==> config.mk <==
export PLATFORM = sky130hd
export DESIGN_NAME = sync_fifo
export DESIGN_NICKNAME = d
export VERILOG_FILES = /design/src/rtl/sync_fifo.sv
export SDC_FILE = /design/constraint.sdc
export NUM_CORES = 1
export LEC_CHECK = 0
export ABC_AREA = 1
export CAP_MARGIN = 20
export CORE_MARGIN = 3
export CORE_UTILIZATION = 52
export CTS_CLUSTER_DIAMETER = 30
export DETAILED_ROUTE_END_ITERATION = 16
export PLACE_DENSITY = 0.75
export SLEW_MARGIN = 20
export SYNTH_ARGS = -nofsm -noshare
export SYNTH_HDL_FRONTEND = slang
export SYNTH_SLANG_ARGS = --single-unit
export TNS_END_PERCENT = 1
==> constraint.sdc <==
create_clock -name clk -period 1.61 [get_ports clk]
set_input_delay 0.322 -clock clk [delete_from_list [all_inputs] [get_ports clk]]
set_output_delay 0.322 -clock clk [all_outputs]
set_load 0.005 [all_outputs]
Figure 1. Gate families picked out (run 1).
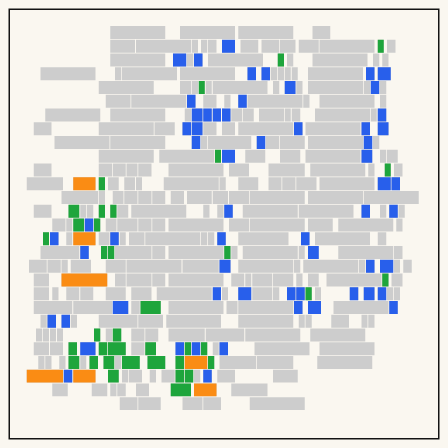
family	colour	cells	most used
inverting AOI/OAI gates	blue	60	o21ai_1
NAND gates	green	37	nand2_1
adder and majority cells	orange	7	ha_1
dominant logic cell type in the layout: edfxtp_1
combinational share of cell area: 0.235
Post-Layout Cell Count: 437

Figure 2. Placement density heat map (run 1).
8 x 8 tiles, from white (low) to dark blue (high), 0 to 100% covered.
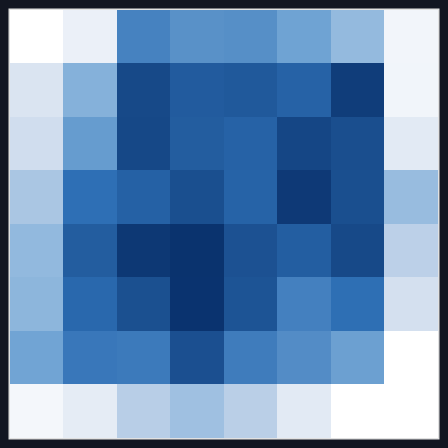
fullest tile	99%
densest ninth of the die	centre
nearly empty tiles	6.2%
mean over tiles	57%
Starting Density: 0.541
core area: 5960 sq um
fin util: 0.704

Figure 3. Congestion heat map (run 1).
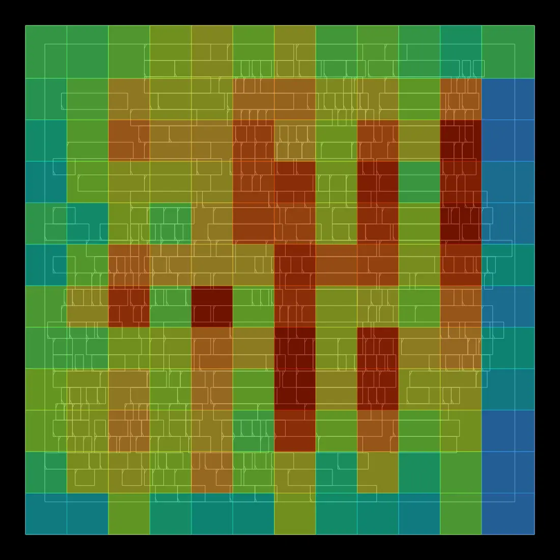
most crowded layer after global routing: met2
Global Route met2 Usage: 0.348
wire per inst: 16.6 um
grt met1 use: 0.280

==> Changelog: implementation <==
### Implementation results

- Clock Tree Root: clkbuf_8
- Async SR Flop Fraction: 0
- Number of vias per cell: ~5.5
- Post-Synth AOI/OAI Area: 0.103
- Logic area: between 900 and 1000 sq um
- Initial antenna violation count: 0
- Drt first pass iters: 5
- DRT Wirelength: about 7300 um
- Detail Route Antenna Nets: 0
- Number of global-route vias before repair: roughly 2400
- R2R depth: 12
- Fin. max-slew vios: 0
- Clk_skew: 0.0121 ns
- Leakage power: 1.64 nW
- CTS tree: built
- Cell Type Count: 25
- Register area: roughly 2200 sq um
- Layout net count: between 300 and 400
- Worst setup EP type: output pin
- Dominant comb cell: simple AND/OR/NAND/NOR gates
- H-tree lvl count: 3
- Worst-path maximum fanout: 7
- Syn Nets: around 300
- Row count: 28
- Cell chain of the critical path: buf_6 > buf_6 > buf_4 > o21ai_1 > o22ai_1 > nor2_1 > nor2_2 > buf_2
- WS Path Type: flip-flop to output pin
- Failing checks: negative setup slack
- TritonCTS Buffers: 9
- Post-Syn Area: 3220 sq um
- Layout cells sized above 1: 0.301
- Xor/xnor share: 0.00272
- Die height: between 80 and 90 um
- Antenna Cells: 0
- Post-synth mux share: 0
- Clock-pin slew on the worst setup and hold paths: 0.07 ns
- Final WS setup: -0.389 ns
- Post-Synthesis Cells: about 290
- Startpoint Class: flip-flop
- PortBufs: 25
- Worst min path class: primary input to flip-flop
- Remaining DRCs: 0
- Worst-margin pin slew: between 0.2 and 0.3 ns
- Largest net degree at the start of global routing: 17
- Pre-CTS WS: -0.355 ns
- GRT overflow: 0
- Global placement routability congestion: roughly 0.80
- Max FFs per register: around 64
- Clock Tree Buf Depth: 2
- Delay of the slowest critical-path stage: roughly 0.40 ns
- Flops out of synthesis: around 77
- Detailed-placement wirelength estimate: 4760 um
- Finished Cell Area: 4190 sq um
- Count of final setup violators: 9
- RSZ-0062 raised after global routing: yes
- GRT Util Overall: 0.220
- Arr. time, crit path: between 1.5 and 2 ns
- Power per Cell Area: 1420 nW/um^2
- Clk latency late pin: 0.35 ns
- Total power: a little under 6 mW
- Hold buffer count at cts: 0
- Peak supply drop: ~0.00083 V
- Maxcap violations: 0
- Crit-path slowest cell: dfxtp_4
- Yosys Chip Area: between 3000 and 4000 sq um
- CP most frequent cell: buf_6
- Final Hold Vio Count: 0
- First-pass GRT wire length: 11700 um
- Post-DP Area: roughly 3800 sq um
- Fin crit period: ~2 ns
- Width of the die: around 85 um
- Status: finished with violations
- Vias: between 2000 and 2500
- Reg2reg setup slack: -0.07 ns
- Ys Warns: 0
- Log Warnings: 28
- Fmax: roughly 0.50 GHz
- Rel. slew slack: 0.805
## run 1: cell families after synthesis
| group | after synthesis |
|---|---|
| compound gates | 60 |
| xor+xnor | 1 |
| fa+ha+maj | 7 |
| buf+inv | 28 |
| flops | 77 |
| simple gates | 112 |
## run 1: critical path: cells and delay by family, from the launching register on
family / cells / cell delay (ns)
DFF: 1 / 0.40
AOI/OAI and AO/OA: 2 / 0.24
and+or+nand+nor: 2 / 0.22
buffers and inverters: 4 / 0.48
## run 1: layout make-up
class                           instances  share of cell area
Clock inverter                          5              0.0125
Inverter                               17              0.0164
Multi-Input combinational cell        180               0.235
Sequential cell                        77               0.523
Tap cell                               75              0.0224
Clock buffer                           11              0.0314
Timing Repair Buffer                   72               0.159
## run 1: synth_stat cells (6+ instances only)
master	number	area (sq um)
a21oi_1	8	40.0
inv_1	13	48.8
o21ai_0	17	85.1
nor2_1	73	274
buf_2	6	30.0
nand3_1	8	40.0
o211ai_1	8	60.1
ha_1	6	75.1
o22ai_1	8	50.1
nand2_1	21	78.8
dfxtp_1	13	260
edfxtp_1	64	1920
o21ai_1	19	95.1
## run 1: what timing repair did
item | 4_1_cts | 5_1_grt
buffers inserted | 4 | 2
cloned | 1 | 0
gates resized | 69 | 19
pin swaps | 15 | 12
endpoints found under the setup margin | 17 | 76
## run 1: power breakdown
group	internal, mW	leakage (nW)	switching, mW
registers	2.31	0.690	0.0920
clock network	0.710	0.0947	0.664
logic	1.02	0.858	1.14
total	4.03	1.64	1.90
## run 1: metrics by stage
stage,TNS [ns],hold WS (ns),cells
3_5_place_dp,-20.34,0.494,414
2_1_floorplan,0,0.421,285
4_1_cts,-2.12,0.506,435
6_report,-2.41,0.503,437
3_3_place_gp,-18.38,0.478,414
5_1_grt,-4.00,0.526,437
## run 1: cells in the final DEF (no fill, tap or decap), types with 2 or more instances in the layout
| cell | instances |
|---|---|
| buf_2 | 6 |
| inv_2 | 4 |
| dfxtp_2 | 5 |
| dlygate4sd2_1 | 5 |
| o211ai_1 | 8 |
| nand3_1 | 7 |
| inv_1 | 12 |
| a21oi_1 | 6 |
| nor2_1 | 58 |
| dfxtp_1 | 7 |
| ha_1 | 5 |
| clkbuf_1 | 2 |
| clkbuf_8 | 9 |
| nor2_4 | 2 |
| buf_6 | 15 |
| clkdlybuf4s50_1 | 10 |
| o21ai_0 | 14 |
| o22ai_1 | 8 |
| a21oi_2 | 2 |
| buf_12 | 2 |
| nand2_2 | 5 |
| nand3_2 | 3 |
| o21ai_1 | 22 |
| clkinv_2 | 2 |
| nor2_2 | 15 |
| edfxtp_1 | 64 |
| nand2_4 | 2 |
| nand2_1 | 19 |
| buf_4 | 29 |
## run 1: layer usage
layer  wire (um)  part of all wire  global-route usage
met5           0                 0                   0
met4         248             0.034               0.117
met3         461             0.064              0.0550
met2        3430              0.47               0.348
met1        3110              0.43               0.280
Power is estimated from default activity; no workload was simulated.
